$ cat src/rtl/vend_controller.sv
// Vending machine sequencing FSM: coin credit, dispense req/ack, nickel change/refund.
// Optional VEND_TIMEOUT_EN: auto-refund after TIMEOUT_CYCLES coin-free COLLECT cycles.
module vend_controller #(
  parameter int unsigned PRICE          = 100,
  parameter int unsigned CREDIT_W       = 8,
  parameter int unsigned TIMEOUT_CYCLES = 1000
) (
  input  logic                clk,
  input  logic                reset_n,
  input  logic                nickel,
  input  logic                dime,
  input  logic                quarter,
  input  logic                cancel,
  input  logic                vend_ack,
  output logic                vend_req,
  output logic                change_nickel,
  output logic                coin_reject,
  output logic                busy,
  output logic [CREDIT_W-1:0] credit
);

  if ((PRICE % 5) != 0 || PRICE < 5 || PRICE > 215) begin : g_bad_price
    $error("vend_controller: PRICE must be a multiple of 5 in 5..215");
  end
  if ((PRICE + 75) >= (1 << CREDIT_W)) begin : g_bad_width
    $error("vend_controller: CREDIT_W too narrow for PRICE-5+80");
  end
  if (TIMEOUT_CYCLES < 1) begin : g_bad_timeout
    $error("vend_controller: TIMEOUT_CYCLES must be at least 1");
  end

  typedef enum logic [1:0] {IDLE, COLLECT, VEND, REFUND} state_t;

  localparam logic [CREDIT_W-1:0] PRICE_C  = CREDIT_W'(PRICE);
  localparam logic [CREDIT_W-1:0] NICKEL_C = CREDIT_W'(5);

  state_t              state;
  state_t              state_next;
  logic [CREDIT_W-1:0] credit_next;
  logic [5:0]          tally;
  logic [CREDIT_W-1:0] tally_w;
  logic                coin_in;
  logic                timeout;

  always_comb begin
    tally = '0;
    if (quarter) tally = tally + 6'd25;
    if (dime)    tally = tally + 6'd10;
    if (nickel)  tally = tally + 6'd5;
  end

  assign tally_w = CREDIT_W'(tally);
  assign coin_in = nickel | dime | quarter;

`ifdef VEND_TIMEOUT_EN
  localparam int unsigned TW = $clog2(TIMEOUT_CYCLES + 1);
  logic [TW-1:0] idle_cnt;

  always_ff @(posedge clk or negedge reset_n) begin
    if (!reset_n)
      idle_cnt <= '0;
    else if (state != COLLECT || coin_in)
      idle_cnt <= '0;
    else
      idle_cnt <= idle_cnt + 1'b1;
  end

  // Fires on the TIMEOUT_CYCLES-th consecutive coin-free COLLECT cycle.
  assign timeout = (state == COLLECT) && !coin_in &&
                   (idle_cnt == TW'(TIMEOUT_CYCLES - 1));
`else
  assign timeout = 1'b0;
`endif

  always_ff @(posedge clk or negedge reset_n) begin
    if (!reset_n) begin
      state  <= IDLE;
      credit <= '0;
    end else begin
      state  <= state_next;
      credit <= credit_next;
    end
  end

  always_comb begin
    state_next  = state;
    credit_next = credit;
    case (state)
      IDLE: begin
        if (coin_in) begin
          state_next  = COLLECT;
          credit_next = tally_w;
        end
      end
      COLLECT: begin
        credit_next = credit + tally_w;
        if (cancel || timeout)
          state_next = REFUND;
        else if (credit >= PRICE_C)
          state_next = VEND;
      end
      VEND: begin
        if (vend_ack) begin
          credit_next = credit - PRICE_C;
          state_next  = (credit == PRICE_C) ? IDLE : REFUND;
        end
      end
      REFUND: begin
        credit_next = credit - NICKEL_C;
        if (credit == NICKEL_C)
          state_next = IDLE;
      end
      default: begin
        state_next  = IDLE;
        credit_next = '0;
      end
    endcase
  end

  always_ff @(posedge clk or negedge reset_n) begin
    if (!reset_n)
      coin_reject <= 1'b0;
    else
      coin_reject <= ((state == VEND) || (state == REFUND)) && coin_in;
  end

  always_comb begin
    vend_req      = (state == VEND);
    change_nickel = (state == REFUND);
    busy          = (state == VEND) || (state == REFUND);
  end

endmodule
$ cat config.mk
export PLATFORM = sky130hd
export DESIGN_NAME = vend_controller
export DESIGN_NICKNAME = d
export VERILOG_FILES = /design/src/rtl/vend_controller.sv
export SDC_FILE = /design/constraint.sdc
export NUM_CORES = 1
export LEC_CHECK = 0
export CAP_MARGIN = 15
export CELL_PAD_IN_SITES_DETAIL_PLACEMENT = 0
export CELL_PAD_IN_SITES_GLOBAL_PLACEMENT = 1
export CORE_ASPECT_RATIO = 0.6
export CORE_MARGIN = 2
export CORE_UTILIZATION = 36
export CTS_CLUSTER_SIZE = 30
export DETAILED_ROUTE_END_ITERATION = 16
export GPL_TIMING_DRIVEN = 0
export PLACE_DENSITY = 0.86
export REMOVE_ABC_BUFFERS = 1
export SYNTH_ARGS = -nofsm -noshare
export SYNTH_HDL_FRONTEND = slang
export SYNTH_SLANG_ARGS = --single-unit
$ cat constraint.sdc
create_clock -name clk -period 1.79 [get_ports clk]
set_input_delay 0.2685 -clock clk [delete_from_list [all_inputs] [get_ports clk]]
set_output_delay 0.2685 -clock clk [all_outputs]
set_load 0.02 [all_outputs]
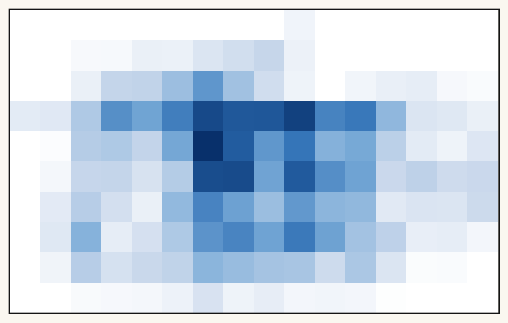
Fig. 1. Routed metal per tile.
(6 px per µm) 16 x 10 tiles, from white (low) to dark blue (high), scaled to the fullest tile. Values are wire area over tile area, all layers added.
densest ninth of the die = center
nearly empty tiles = 24%
emptiest ninth of the die = upper right
total number of vias: 1,361
Total GRT Usage: 22.5%
Total Wirelength: 4300 µm

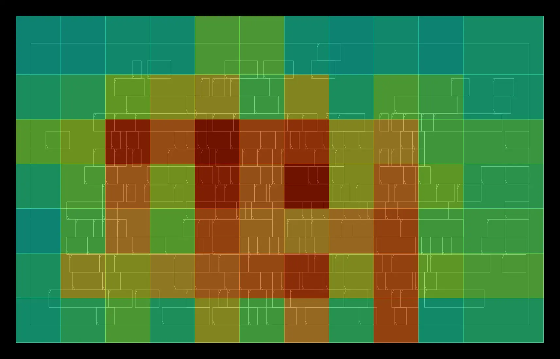
Fig. 2. Routing congestion.
met1 usage: 32.3%
GRT Max-Usage Layer: met1
M3 GR Usage: 7.91%
met2 Use GR: 32.1%
final core utilization: 53.9%

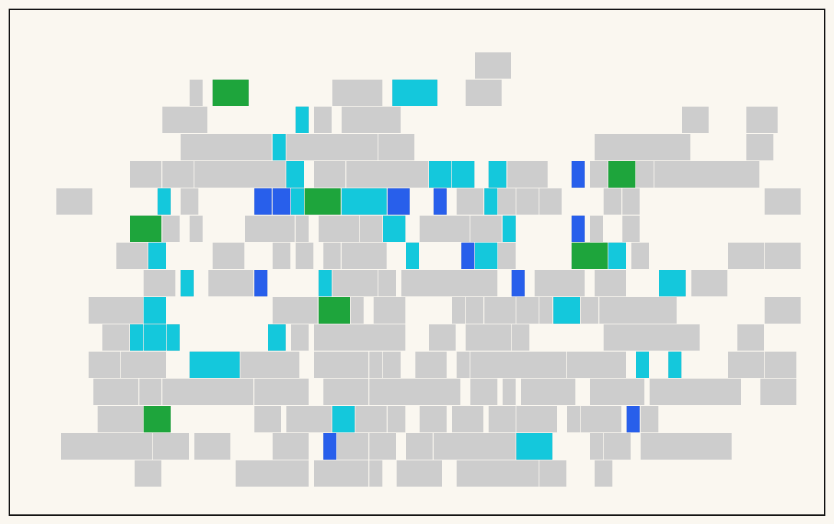
Fig. 3. Logic cells by family.
(10 px per µm)
blue -> nand cells  # cells 11, most used nand2_1
cyan -> nor cells  # cells 31, most used nor2_1
green -> non-inverting ao/oa cells  # cells 7

==> Changelog: implementation <==
### Implementation results

* Logic share of the area at roughly three fifths
* Yosys adder share at 15.1%
* Ys async rst share at 100%
* Worst setup path startpoint: quarter
* Biggest area cells: dfrtp_1 21%, ha_1 14%, a21oi_1 5.8%
* DR vias/cell at 5.94
* Top logic family: AND-OR/OR-AND gates
* Multi-input gate area at 1070 µm²
* Total die area at about 4000 µm²
* Synth flops at 11
* H-Tree Depth at 1
* Initial DRC count at between 200 and 250
* Setup crit end: credit[7]
* DRC at 0
* Number of sequential cells at 11
* Layout filler cell count at 283
* R2r startpoint: credit[2]
* Post-CTS Setup Inserts at 12
* First-pass GRT wire length at 6800 µm
* Clock Path Buffers at 2
* Core area at 3340 µm²
* Comb power frac at between 70% and 80%
* Largest net degree at the start of global routing at 13
* Placer Congestion at ~0.9
* Most frequent logic cells in the routed design: 13 x nor2_1, 13 x a21oi_1, 13 x clkdlybuf4s50_1, 12 x buf_4, 9 x o21ai_0
* Non-Clock Buffer Count at 30
* Placement Cell Area at 1480 µm²
* Biggest regs: credit (8), state (2), coin_reject (1)
* TritonCTS clock tree: yes
* Final nets at 207
* TritonCTS Sinks at 11
* Post-DP HPWL at slightly below 3000 µm
* Initial antenna violation count at 0
* Post_cts resized at 52
* Crit-path leading delay family: AND-OR/OR-AND gates
* CP cell instances: buf_12 -> inv_6 -> ha_4 -> mux2i_4 -> inv_2 -> ha_4 -> a211oi_2 -> o21bai_1 -> a21oi_2 -> a211oi_2 -> o32a_1
* Max-Cap Viols at 0
* Top power group: combinational logic
* R2r worst-path depth at 6
* Max Freq at 0.533 GHz
* Congestion Overflow GR at 0
* Most common cell in the netlist: a21oi_1
* Synth Area in XOR/XNOR at 4.74%
* Register share after synthesis at between 20% and 30%
* Simple Share, Synth at 19.0%
* Int Pwr at 1.75 mW
* P&R area growth vs syn at 39.2%
* I/O pin count at 19
* Worst setup SP type: input port
* Max-area cell share at 21.3%
* Syn_area_per_cell at 8.19 µm²
* Die Width at 81.4 µm
* Sequential Power Share at 20.7%
* Final hold viol count at 0
* Largest cell class by area: combinational gates
* Top layer in use: met4
* Setup violators final at 5
* Worst Max-Slew Pin Slew at 556 ps
* Post-synthesis cell type count at a little under 50
* Setup WS pre-CTS at -1400 ps
* Rows at 16
* Most frequent cells after synthesis: 15 x a21oi_1, 14 x ha_1, 14 x nor2_1, 12 x inv_1
* Synth Area in Compound Gates at 27.3%
* Failing checks: negative setup slack
* Fin crit share at 105%
* Status: complete, but fails checks
* Drt pass-1 iters at 4
* Final-layout clock buffer total at 4
* Post-DRT Antenna Nets at 0
* Syn Inst Count at ~160
* Dpl cells at about 210
* Yosys stat chip area at 1290 µm²
* Layout cells sized above 1 at 34.2%
* Comb pwr at 2.50 mW
* Ys Warns at 0
* Clock tree root buffer cell: clkbuf_8
* CP bufs+invs at 3
* Worst rel slew slack at a little over three fifths
* Clock-pin slew of the registers on the worst-case setup and hold paths at 50 ps
* Die Y-Extent at ~50 µm
* Worst Slack Setup Final at -85.8 ps
* Seq/total area at 15.8%
* Switch Pwr at about 1.7 mW
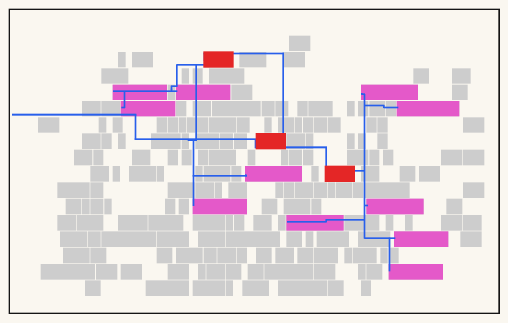
Fig. 4. Clock network drawn from the DEF.
(6 px per µm)
blue -> clock wires  # length 213 µm
red -> clock-net drivers  # count 3
magenta -> flip-flops  # count 11
routed clock nets = 4
Clk pwr share: 7.5%
Clock Power: 0.261 mW

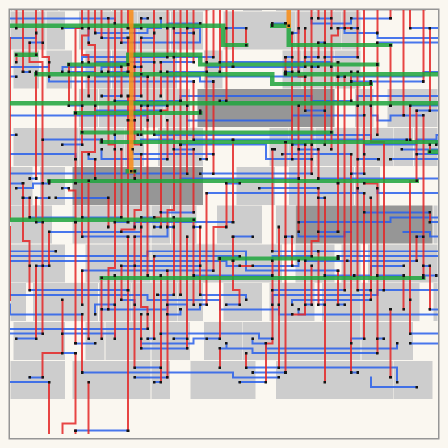
Fig. 5. Close-up of the layout.
Window x 26 to 56, y 0 to 30 µm. Cells in gray, sequential cells in the stronger gray; small squares are vias.
green -> M3
orange -> M4
blue -> M1
red -> M2
netlist names of flops here include = credit (3)
most frequent = a21oi_1 (7), ha_1 (7), buf_4 (7)
cells with their middle in the window = 70
sequential cells in the window = 3

Power is estimated from default activity; no workload was simulated.
